$ cat src/rtl/dmem_pkg.sv
// Shared types and default sizes for the dual-port data-memory access controller.
package dmem_pkg;

  localparam int unsigned DATA_W    = 16;
  localparam int unsigned ADDR_W    = 16;
  localparam int unsigned MEM_DEPTH = 1024;

  typedef enum logic [1:0] {
    StIdle,
    StSetup,
    StAccess,
    StResp
  } state_e;

endpackage

$ cat src/rtl/dmem_port_fsm.sv
// One RAM port sequencer: IDLE -> SETUP -> ACCESS -> RESP, with request latching
// and range check. Every output is a flop.
module dmem_port_fsm
  import dmem_pkg::*;
#(
  parameter int unsigned DATA_W    = dmem_pkg::DATA_W,
  parameter int unsigned ADDR_W    = dmem_pkg::ADDR_W,
  parameter int unsigned MEM_DEPTH = dmem_pkg::MEM_DEPTH
) (
  input  logic              clk,
  input  logic              rst,
  input  logic              grant_i,
  input  logic              we_i,
  input  logic [ADDR_W-1:0] addr_i,
  input  logic [DATA_W-1:0] wdata_i,
  input  logic [DATA_W-1:0] ram_dout_i,
  output state_e            state_o,
  output logic              we_o,
  output logic [ADDR_W-1:0] addr_o,
  output logic [ADDR_W-1:0] ram_addr_o,
  output logic [DATA_W-1:0] ram_din_o,
  output logic              ram_wr_o,
  output logic              ram_rd_o,
  output logic [DATA_W-1:0] rdata_o,
  output logic              ack_o,
  output logic              err_o
);

  state_e            state_q, state_d;
  logic              we_q, we_d;
  logic [ADDR_W-1:0] addr_q, addr_d;
  logic [ADDR_W-1:0] ram_addr_q, ram_addr_d;
  logic [DATA_W-1:0] ram_din_q, ram_din_d;
  logic              ram_wr_q, ram_wr_d;
  logic              ram_rd_q, ram_rd_d;
  logic [DATA_W-1:0] rdata_q, rdata_d;
  logic              ack_q, ack_d;
  logic              err_q, err_d;
  logic              in_range;

  assign in_range = 32'(addr_i) < MEM_DEPTH;

  always_comb begin
    state_d    = state_q;
    we_d       = we_q;
    addr_d     = addr_q;
    ram_addr_d = ram_addr_q;
    ram_din_d  = ram_din_q;
    ram_wr_d   = 1'b0;
    ram_rd_d   = 1'b0;
    rdata_d    = '0;
    ack_d      = 1'b0;
    err_d      = 1'b0;
    unique case (state_q)
      StIdle: begin
        if (grant_i) begin
          we_d   = we_i;
          addr_d = addr_i;
          if (in_range) begin
            state_d    = StSetup;
            ram_addr_d = addr_i;
            ram_din_d  = wdata_i;
          end else begin
            // Out-of-range: answer immediately, RAM bus left untouched.
            state_d = StResp;
            ack_d   = 1'b1;
            err_d   = 1'b1;
          end
        end
      end
      StSetup: begin
        state_d  = StAccess;
        ram_wr_d = we_q;
        ram_rd_d = ~we_q;
      end
      StAccess: begin
        state_d = StResp;
        ack_d   = 1'b1;
        rdata_d = we_q ? '0 : ram_dout_i;
      end
      StResp: begin
        state_d = StIdle;
      end
      default: state_d = StIdle;
    endcase
  end

  always_ff @(posedge clk) begin
    if (rst) begin
      state_q    <= StIdle;
      we_q       <= 1'b0;
      addr_q     <= '0;
      ram_addr_q <= '0;
      ram_din_q  <= '0;
      ram_wr_q   <= 1'b0;
      ram_rd_q   <= 1'b0;
      rdata_q    <= '0;
      ack_q      <= 1'b0;
      err_q      <= 1'b0;
    end else begin
      state_q    <= state_d;
      we_q       <= we_d;
      addr_q     <= addr_d;
      ram_addr_q <= ram_addr_d;
      ram_din_q  <= ram_din_d;
      ram_wr_q   <= ram_wr_d;
      ram_rd_q   <= ram_rd_d;
      rdata_q    <= rdata_d;
      ack_q      <= ack_d;
      err_q      <= err_d;
    end
  end

  assign state_o    = state_q;
  assign we_o       = we_q;
  assign addr_o     = addr_q;
  assign ram_addr_o = ram_addr_q;
  assign ram_din_o  = ram_din_q;
  assign ram_wr_o   = ram_wr_q;
  assign ram_rd_o   = ram_rd_q;
  assign rdata_o    = rdata_q;
  assign ack_o      = ack_q;
  assign err_o      = err_q;

endmodule

$ cat src/rtl/dmem_access_ctrl.sv
// Dual-port data RAM access controller: two port sequencers plus same-address conflict arbiter.
// Define DMEM_RR_ARB_EN for round-robin on simultaneous conflicts (default: core 1 wins).
module dmem_access_ctrl
  import dmem_pkg::*;
#(
  parameter int unsigned DATA_W    = dmem_pkg::DATA_W,
  parameter int unsigned ADDR_W    = dmem_pkg::ADDR_W,
  parameter int unsigned MEM_DEPTH = dmem_pkg::MEM_DEPTH
) (
  input  logic              clk,
  input  logic              rst,
  input  logic              core1_req,
  input  logic              core1_we,
  input  logic [ADDR_W-1:0] core1_addr,
  input  logic [DATA_W-1:0] core1_wdata,
  output logic [DATA_W-1:0] core1_rdata,
  output logic              core1_ack,
  output logic              core1_err,
  input  logic              core2_req,
  input  logic              core2_we,
  input  logic [ADDR_W-1:0] core2_addr,
  input  logic [DATA_W-1:0] core2_wdata,
  output logic [DATA_W-1:0] core2_rdata,
  output logic              core2_ack,
  output logic              core2_err,
  output logic [ADDR_W-1:0] ram_addr_1,
  output logic [DATA_W-1:0] ram_din_1,
  output logic              ram_wr_1,
  output logic              ram_rd_1,
  input  logic [DATA_W-1:0] ram_dout_1,
  output logic [ADDR_W-1:0] ram_addr_2,
  output logic [DATA_W-1:0] ram_din_2,
  output logic              ram_wr_2,
  output logic              ram_rd_2,
  input  logic [DATA_W-1:0] ram_dout_2
);

  state_e            st1, st2;
  logic              we1_l, we2_l;
  logic [ADDR_W-1:0] addr1_l, addr2_l;
  logic              busy2_blocks1, busy1_blocks2, sim_conf, prio2;
  logic              grant1, grant2;

  // A port holding an address blocks a new request to it unless both are loads.
  assign busy2_blocks1 = (st2 != StIdle) && (addr2_l == core1_addr) && (core1_we || we2_l);
  assign busy1_blocks2 = (st1 != StIdle) && (addr1_l == core2_addr) && (core2_we || we1_l);
  assign sim_conf = core1_req && core2_req && (st1 == StIdle) && (st2 == StIdle) &&
                    (core1_addr == core2_addr) && (core1_we || core2_we);

  assign grant1 = core1_req && (st1 == StIdle) && !busy2_blocks1 && !(sim_conf && prio2);
  assign grant2 = core2_req && (st2 == StIdle) && !busy1_blocks2 && !(sim_conf && !prio2);

`ifdef DMEM_RR_ARB_EN
  logic rr_q, rr_d;

  // Every simultaneous conflict grants the pointed-to core, then hands priority over.
  always_comb begin
    rr_d = rr_q;
    if (sim_conf) rr_d = ~rr_q;
  end

  always_ff @(posedge clk) begin
    if (rst) rr_q <= 1'b0;
    else     rr_q <= rr_d;
  end

  assign prio2 = rr_q;
`else
  assign prio2 = 1'b0;
`endif

  dmem_port_fsm #(
    .DATA_W   (DATA_W),
    .ADDR_W   (ADDR_W),
    .MEM_DEPTH(MEM_DEPTH)
  ) u_port1 (
    .clk       (clk),
    .rst       (rst),
    .grant_i   (grant1),
    .we_i      (core1_we),
    .addr_i    (core1_addr),
    .wdata_i   (core1_wdata),
    .ram_dout_i(ram_dout_1),
    .state_o   (st1),
    .we_o      (we1_l),
    .addr_o    (addr1_l),
    .ram_addr_o(ram_addr_1),
    .ram_din_o (ram_din_1),
    .ram_wr_o  (ram_wr_1),
    .ram_rd_o  (ram_rd_1),
    .rdata_o   (core1_rdata),
    .ack_o     (core1_ack),
    .err_o     (core1_err)
  );

  dmem_port_fsm #(
    .DATA_W   (DATA_W),
    .ADDR_W   (ADDR_W),
    .MEM_DEPTH(MEM_DEPTH)
  ) u_port2 (
    .clk       (clk),
    .rst       (rst),
    .grant_i   (grant2),
    .we_i      (core2_we),
    .addr_i    (core2_addr),
    .wdata_i   (core2_wdata),
    .ram_dout_i(ram_dout_2),
    .state_o   (st2),
    .we_o      (we2_l),
    .addr_o    (addr2_l),
    .ram_addr_o(ram_addr_2),
    .ram_din_o (ram_din_2),
    .ram_wr_o  (ram_wr_2),
    .ram_rd_o  (ram_rd_2),
    .rdata_o   (core2_rdata),
    .ack_o     (core2_ack),
    .err_o     (core2_err)
  );

endmodule

$ cat config.mk
export PLATFORM = sky130hd
export DESIGN_NAME = dmem_access_ctrl
export DESIGN_NICKNAME = d
export VERILOG_FILES = /design/src/rtl/dmem_pkg.sv /design/src/rtl/dmem_port_fsm.sv /design/src/rtl/dmem_access_ctrl.sv
export SDC_FILE = /design/constraint.sdc
export NUM_CORES = 1
export LEC_CHECK = 0
export CORE_UTILIZATION = 44
export CTS_CLUSTER_DIAMETER = 40
export DETAILED_ROUTE_END_ITERATION = 16
export PLACE_DENSITY = 0.77
export RECOVER_POWER = 100
export SLEW_MARGIN = 20
export SYNTH_ARGS = -nofsm -noshare
export SYNTH_HDL_FRONTEND = slang
export SYNTH_SLANG_ARGS = --single-unit
$ cat constraint.sdc
create_clock -name clk -period 2.8 [get_ports clk]
set_input_delay 0.56 -clock clk [delete_from_list [all_inputs] [get_ports clk]]
set_output_delay 0.56 -clock clk [all_outputs]
set_load 0.01 [all_outputs]
==> results.toml <==
# implementation run metrics
[place]
dp_hpwl_mm = 11.68
placedInstanceArea_um2 = 8035
port_buffers = 205

[status]
run_status = "finished with violations"
violations = "capacitance limit, slew limit"

[synthesis]
yosysTopAreaCell = "dfxtp_1"
syn_inst = 559
synth-edff-count = 0
netlist_area_um2 = 5488
syn_area_per_cell_um2 = 9.817

[cts]
cts.sinks = 142
cts_max_level = 4
holdBufCountCts = 0

[pwr]
total_switching_power_w = 0.001613
power.combinational.fraction_pct = 23.3
totalPowerFinal_w = 0.005843

[sta]
count_of_pins_over_their_slew_limit = 40
rsz0062_at_grt = "no"
timing.clock.skew_ns = 0.005980
timing.setup.tns_ns = 0
whs_ns = 0.4634
tightest_slew_ns = 1.752

[grt]
groute.layer.met1.usage_pct = 28.89
grt_pass1_wl_mm = 25.35

[drt]
wirelength_mm = 15.76
drt_pass1_iterations = 6
detail_route.vias_per_cell = 5.148

[setup_path]
criticalPathCategory = "in -> reg"

[die]
die_area_um2 = 12920

[run]
maxCapViolCount = 1
critical path: stages:
cell and delay, ns:
clkdlybuf4s50_1 0.50, xor2_1 0.20, nor4_1 0.39, nand4_1 0.19
o21ai_0 0.40, clkbuf_1 0.38, mux2i_1 0.23, nor2_1 0.06
layout make-up:
type | count | area, um^2
multi-input cells | 376 | 2480
inverters | 7 | 26.28
clock inverters | 11 | 116.4
well taps | 168 | 210.2
clock buffers | 20 | 466.7
repair buffers | 249 | 2455
fillers | 924 | 3465
flip-flops and latches | 142 | 2843
power groups by stage:
stage	clock (W)	combinational, W	sequential, W
floorplan	0	0.000737	0.00236
global placement	0	0.00134	0.00233
detailed placement	0	0.00139	0.00234
CTS	0.00223	0.00140	0.00229
global route	0.00233	0.00149	0.00231
finish	0.00219	0.00136	0.00229
state kept, by name (all words and copies together) (netlist names):
signal	flops
u_port2.we_o	1
u_port2.err_o	1
u_port2.ram_addr_o	16
u_port1.state_o	2
u_port1.ram_din_o	16
u_port2.ack_o	1
u_port1.err_o	1
u_port2.ram_din_o	16
u_port1.ack_o	1
u_port1.ram_wr_o	1
u_port1.ram_addr_o	16
u_port1.we_o	1
u_port1.rdata_o	16
u_port2.ram_wr_o	1
u_port2.addr_o	16
u_port2.ram_rd_o	1
u_port1.addr_o	16
u_port2.state_o	2
u_port1.ram_rd_o	1
u_port2.rdata_o	16
worst paths after layout:
check	from	cells after the start	slack (ns)	endpoint
setup reg to reg	u_port2.state_o[0]	8	0.37	u_port1.addr_o[3]
hold reg to reg	u_port2.ram_addr_o[14]	1	0.46	u_port2.ram_addr_o[14]
setup / recovery	core1_addr[7]	8	0.10	u_port1.addr_o[3]
hold / removal	u_port2.ram_addr_o[14]	1	0.46	u_port2.ram_addr_o[14]
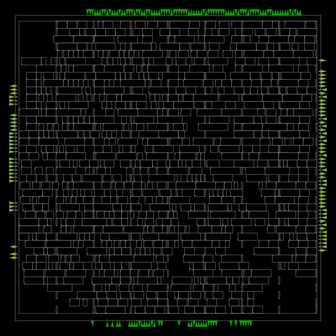
**Above:** cell outlines without signal wires.
number of rows created at floorplan: 40
Cell Count, Final, Fillers Out: 973
core occupancy in the finished layout: 71.28%
number of filler cells placed in the layout: 924
sequential portion of the cell area: 33.07%

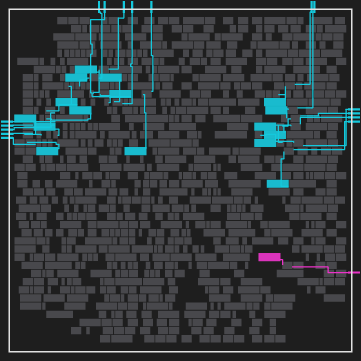
**Above:** nets reached from selected ports.
(3 px per um)
port	color	direction	edge	end cells	buffers	wire
core1_ack	magenta	output	east	1	1	23.7 um
ram_addr_2	cyan	output	7 north, 5 west, 4 east	16	16	561 um

No activity file was given, so power comes from the tool's default toggle rates.
